gate_families.png
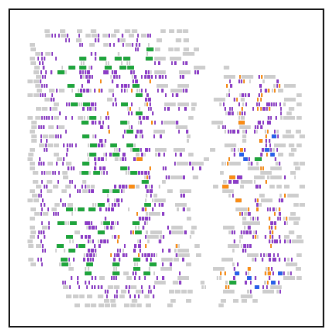
drive_strength.png
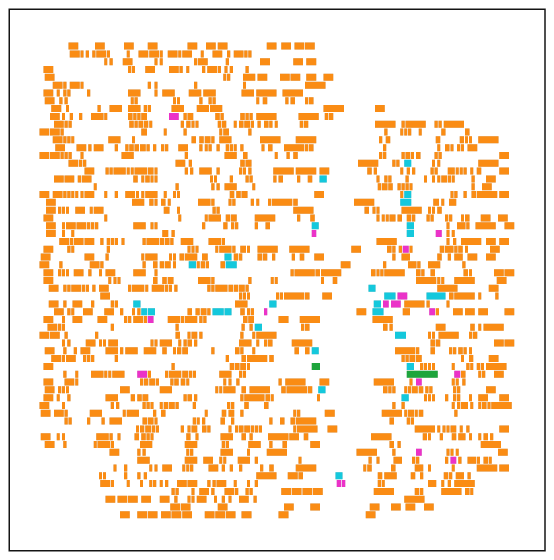
met2.png
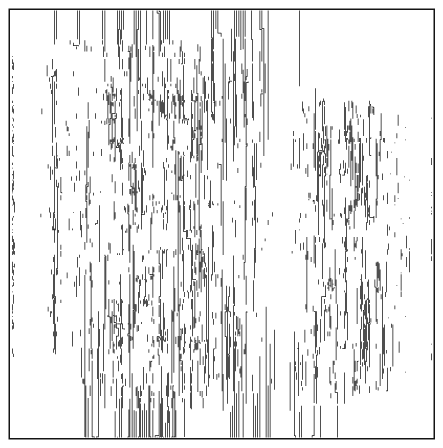
cell_classes.png
Bar = 50 µm. Fill, decap, tap and diode cells in grey.
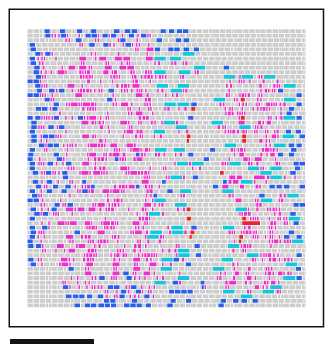
**src/rtl/logic_unit_pkg.sv**
```systemverilog
// Shared definitions for the two-requester logic unit arbiter:
// operation codes, response FSM state encoding and default datapath width.
package logic_unit_pkg;

  localparam int DEFAULT_WIDTH = 32;

  localparam logic [1:0] OP_AND = 2'b00;
  localparam logic [1:0] OP_OR  = 2'b01;
  localparam logic [1:0] OP_XOR = 2'b10;
  localparam logic [1:0] OP_NOR = 2'b11;

  typedef enum logic {
    ST_IDLE = 1'b0,
    ST_RESP = 1'b1
  } state_e;

endpackage

```
**src/rtl/logic_op_32.sv**
```systemverilog
// Purely combinational bitwise logic cell: result = op(a, b).
// The caller registers the output.
module logic_op_32
  import logic_unit_pkg::*;
#(
  parameter int WIDTH = DEFAULT_WIDTH
) (
  input  logic [1:0]       op_i,
  input  logic [WIDTH-1:0] a_i,
  input  logic [WIDTH-1:0] b_i,
  output logic [WIDTH-1:0] result_o
);

  always_comb begin
    result_o = '0;
    case (op_i)
      OP_AND:  result_o = a_i & b_i;
      OP_OR:   result_o = a_i | b_i;
      OP_XOR:  result_o = a_i ^ b_i;
      default: result_o = ~(a_i | b_i);
    endcase
  end

endmodule

```
**src/rtl/logic_unit_arbiter.sv**
```systemverilog
// Round-robin arbiter sharing one bitwise logic unit between two requesters,
// with a registered single-entry response port and saturating grant counters.
module logic_unit_arbiter
  import logic_unit_pkg::*;
#(
  parameter int WIDTH = DEFAULT_WIDTH,
  parameter int CNT_W = 16
) (
  input  logic             clk,
  input  logic             rst_n,

  input  logic             req0_valid,
  output logic             req0_ready,
  input  logic [1:0]       req0_op,
  input  logic [WIDTH-1:0] req0_a,
  input  logic [WIDTH-1:0] req0_b,

  input  logic             req1_valid,
  output logic             req1_ready,
  input  logic [1:0]       req1_op,
  input  logic [WIDTH-1:0] req1_a,
  input  logic [WIDTH-1:0] req1_b,

  output logic             resp_valid,
  input  logic             resp_ready,
  output logic             resp_id,
  output logic [WIDTH-1:0] resp_data,
  output logic             resp_zero,

  output logic [CNT_W-1:0] grant_cnt0,
  output logic [CNT_W-1:0] grant_cnt1
);

  state_e           state_q;
  logic             prio_q;
  logic             respId_q;
  logic [WIDTH-1:0] respData_q;
  logic             respZero_q;
  logic [CNT_W-1:0] cnt0_q;
  logic [CNT_W-1:0] cnt1_q;

  logic             slotFree;
  logic             grantValid;
  logic             grantId;
  logic [1:0]       opSel;
  logic [WIDTH-1:0] aSel;
  logic [WIDTH-1:0] bSel;
  logic [WIDTH-1:0] opResult;
  logic             respZero_d;
  logic [CNT_W-1:0] cnt0_d;
  logic [CNT_W-1:0] cnt1_d;

  // A slot opens when nothing is held or the held result leaves this cycle;
  // readies are forced low while reset is asserted.
  always_comb begin
    slotFree   = rst_n && ((state_q == ST_IDLE) || resp_ready);
    grantId    = 1'b0;
    if (req0_valid && req1_valid) begin
      grantId = prio_q;
    end else if (req1_valid) begin
      grantId = 1'b1;
    end
    grantValid = slotFree && (req0_valid || req1_valid);
  end

  assign req0_ready = grantValid && !grantId;
  assign req1_ready = grantValid &&  grantId;

  assign opSel = grantId ? req1_op : req0_op;
  assign aSel  = grantId ? req1_a  : req0_a;
  assign bSel  = grantId ? req1_b  : req0_b;

  logic_op_32 #(
    .WIDTH(WIDTH)
  ) u_logic_op (
    .op_i     (opSel),
    .a_i      (aSel),
    .b_i      (bSel),
    .result_o (opResult)
  );

  assign respZero_d = (opResult == '0);
  assign cnt0_d     = (cnt0_q == '1) ? cnt0_q : cnt0_q + CNT_W'(1);
  assign cnt1_d     = (cnt1_q == '1) ? cnt1_q : cnt1_q + CNT_W'(1);

  // A grant always (re)loads the response registers, which is what makes
  // back-to-back transfers bubble-free; without one, a consumed result idles.
  always_ff @(posedge clk) begin
    if (!rst_n) begin
      state_q    <= ST_IDLE;
      prio_q     <= 1'b0;
      respId_q   <= 1'b0;
      respData_q <= '0;
      respZero_q <= 1'b0;
      cnt0_q     <= '0;
      cnt1_q     <= '0;
    end else if (grantValid) begin
      state_q    <= ST_RESP;
      prio_q     <= ~grantId;
      respId_q   <= grantId;
      respData_q <= opResult;
      respZero_q <= respZero_d;
      if (grantId) begin
        cnt1_q <= cnt1_d;
      end else begin
        cnt0_q <= cnt0_d;
      end
    end else if ((state_q == ST_RESP) && resp_ready) begin
      state_q <= ST_IDLE;
    end
  end

  assign resp_valid = (state_q == ST_RESP);
  assign resp_id    = respId_q;
  assign resp_data  = respData_q;
  assign resp_zero  = respZero_q;
  assign grant_cnt0 = cnt0_q;
  assign grant_cnt1 = cnt1_q;

endmodule

```
**config.mk**
```make
export PLATFORM = sky130hd
export DESIGN_NAME = logic_unit_arbiter
export DESIGN_NICKNAME = d
export VERILOG_FILES = /design/src/rtl/logic_unit_pkg.sv /design/src/rtl/logic_op_32.sv /design/src/rtl/logic_unit_arbiter.sv
export SDC_FILE = /design/constraint.sdc
export NUM_CORES = 1
export LEC_CHECK = 0
export ABC_AREA = 1
export CAP_MARGIN = 10
export CORE_AREA = 10 10 176 178
export CTS_BUF_LIST = sky130_fd_sc_hd__clkbuf_4
export CTS_CLUSTER_SIZE = 25
export DETAILED_ROUTE_END_ITERATION = 8
export DIE_AREA = 0 0 186 188
export GPL_ROUTABILITY_DRIVEN = 0
export GPL_TIMING_DRIVEN = 1
export MAX_ROUTING_LAYER = met4
export PLACE_DENSITY_LB_ADDON = 0.08
export SLEW_MARGIN = 20
export SYNTH_ARGS = -nofsm -noshare
export SYNTH_HDL_FRONTEND = slang
export SYNTH_HIERARCHICAL = 1
export SYNTH_SLANG_ARGS = --single-unit
```
**constraint.sdc**
```tcl
create_clock -name clk -period 5.2 [get_ports clk]
set_input_delay 1.04 -clock clk [delete_from_list [all_inputs] [get_ports clk]]
set_output_delay 1.04 -clock clk [all_outputs]
set_load 0.01 [all_outputs]
```
==> results.json <==
{
  "yosys.stat.chipArea_um2": 6200,
  "rsz0062_at_grt": "false",
  "ys_ff": 68,
  "maxSlewViolCount": 0,
  "die-width_um": 186,
  "synth-xor-area-share": 0.0141,
  "syn-cell-area_um2": 6200,
  "grt_antenna_before_repair": 1,
  "warnings": 58,
  "critical_path_arrival_ns": 2.87,
  "p_sw_uw": 586,
  "maxCapViolCount": 0,
  "aoi_share": 0.0339,
  "holdBufCountCts": 0,
  "clock_power_share": 0.225,
  "critPathRequiredTime_ns": 4.16,
  "cts_buffers": 9,
  "sequentialPowerShare": 0.371,
  "drive_above_1_share": 0.0383,
  "ant_nets": 0,
  "fin_ws_ns": 1.29,
  "cts-root-buf": "clkbuf_4",
  "r2r_start": "prio_q",
  "reg2reg_slack_ns": 2.39,
  "drtIter0Drc": 392,
  "skew_ns": 0.0126,
  "worst_pin_slew_ns": 0.820,
  "finalPower_mw": 1.57,
  "yosys-stat-cells": 1049,
  "synth-async-reset-ratio": 0,
  "dp_hpwl_um": 17900,
  "core_area_um2": 27500,
  "edf_count": 0,
  "cts_setup_buffers": 0,
  "p_clk_uw": 355,
  "clk_path_buf_depth": 2,
  "grt_max_degree": 44,
  "worstReg2RegEnd": "resp_zero",
  "clk_transition_reported_paths_ns": 0.13,
  "routedWlPerCell_um": 14.3,
  "p_sw_frac": 0.372,
  "status": "completed",
  "dieArea_um2": 35000,
  "fmax_mhz": 256,
  "die_h_um": 188,
  "vdd_ir_drop_max_v": 0.0000847,
  "cts_tree": "yes",
  "nFillCells": 3082,
  "cts_sinks": 68
}
Back to the opening pictures, gate_families.png:
legend:
  green:
    family: adder and majority cells
    cells: 66
    most_used: ha_1
  blue:
    family: XOR/XNOR gates
    cells: 10
    most_used: xor2_1
  purple:
    family: NAND gates
    cells: 604
    most_used: nand2_1
    where: widely spread
  orange:
    family: NOR gates
    cells: 76
    most_used: nor2_1
most frequent logic cell in the layout: nand2_1
fin cells: 1,575
multi-input gate share of total cell area: 0.470

Back to the opening pictures, drive_strength.png:
legend:
  green:
    size: drive 6 and up
    cells: 2
  cyan:
    size: drive 3 to 4
    cells: 28
  orange:
    size: drive 1 or less
    cells: 1,181
    most_used: nand2_1
  magenta:
    size: drive 2
    cells: 17
    most_used: nand2_2
Final Cell Area: 8590 µm²
area delta synth->final: 38.4%

Back to the opening pictures, met2.png:
share of all routed wire: 43%
longest straight run: 71.1 µm
main direction: vertical
met2 Usage GRT: 0.198
DR vias: 6,672
total wire length: 22,500 µm

Back to the opening pictures, cell_classes.png:
legend:
  cyan:
    class: flip-flops
    cells: 68
  red:
    class: clock drivers and dummy loads
    cells: 16
  magenta:
    class: all other logic
    cells: 930
  blue:
    class: other buffers and delay cells
    cells: 214
sequential share of cell area: 0.159
num rows: 61

==> final cells by class <==
class | instances | area [µm²] | share of cell area
clock buffers | 9 | 67.6 | 0.00787
flip-flops and latches | 68 | 1360 | 0.159
diodes | 1 | 2.50 | 0.000291
well taps | 346 | 433 | 0.0504
multi-input cells | 796 | 4040 | 0.470
inverters | 134 | 505 | 0.0589
repair buffers | 214 | 2110 | 0.246
clock inverters | 7 | 66.3 | 0.00772
==> cells in the final DEF (no fill, tap or decap) <==
cell type	netlist	layout
nand2_1	437	435
clkdlybuf4s50_1	0	204
inv_1	129	129
nand3_1	116	116
dfxtp_1	68	68
ha_1	66	66
nor2_1	65	65
nand4_1	40	40
a21oi_1	27	27
o21ai_0	10	10
clkbuf_4	0	9
buf_4	7	9
xor2_1	8	8
nor2_4	6	6
nand2_2	3	5
nand3_2	4	4
nor2_2	4	4
clkinv_1	2	4
nand3b_1	4	4
inv_2	2	2
xnor2_1	2	2
clkinvlp_4	0	2
diode_2	0	1
a21boi_4	0	1
nor3_1	1	1
a31oi_1	1	1
a211oi_1	1	1
inv_6	0	1
bufinv_16	0	1
clkinv_2	0	1
buf_2	13	1
inv_4	1	1
==> worst max path at each step <==
stage | startpoint | end | slack, ns | cells after the start
floorplan | req0_valid | resp_zero | 2.24 | 17
global placement | req1_valid | resp_zero | 1.17 | 16
detailed placement | req1_valid | resp_zero | 1.12 | 16
CTS | req0_valid | req1_ready | 1.25 | 6
global route | req0_valid | req1_ready | 1.16 | 6
finish | req0_valid | req1_ready | 1.29 | 6
==> layer usage <==
layer  GRT usage  vias to the layer above  routed length (µm)
li1            -                     3623                   -
met1       0.179                     2876               11500
met2       0.198                      164                9690
met3      0.0236                        9                1100
met4      0.0245                        0                 146
met5           -                        -                   0
==> state kept, by name, indices dropped and copies added, names as in the netlist <==
name,flops
prio_q,1
resp_data,32
resp_id,1
resp_zero,1
grant_cnt1,16
resp_valid,1
grant_cnt0,16
==> per-stage QoR <==
step / hold slack (ns) / cells
final: 0.474 / 1575
after floorplan: 0.483 / 1049
after global routing: 0.501 / 1575
after detailed placement: 0.459 / 1558
after global placement: 0.455 / 1558
after CTS: 0.478 / 1574
==> Yosys cell counts, types with 2 or more instances <==
master | count | area [µm²]
a21oi_1 | 27 | 135
buf_1 | 11 | 41.3
buf_2 | 13 | 65.1
buf_4 | 7 | 52.6
buf_6 | 9 | 101
clkbuf_1 | 10 | 37.5
clkinv_1 | 2 | 7.51
dfxtp_1 | 68 | 1360
ha_1 | 66 | 826
inv_1 | 129 | 484
inv_2 | 2 | 7.51
nand2_1 | 437 | 1640
nand2_2 | 3 | 18.8
nand3_1 | 116 | 581
nand3_2 | 4 | 40.0
nand3b_1 | 4 | 30.0
nand4_1 | 40 | 250
nor2_1 | 65 | 244
nor2_2 | 4 | 25.0
nor2_4 | 6 | 67.6
o21ai_0 | 10 | 50.1
xnor2_1 | 2 | 17.5
xor2_1 | 8 | 70.1
==> critical path, cell delays in order <==
cell,delay (ns)
clkdlybuf4s50_1,0.49
nand2_1,0.12
nand2_2,0.11
buf_4,0.29
nor2_4,0.24
clkdlybuf4s50_1,0.57
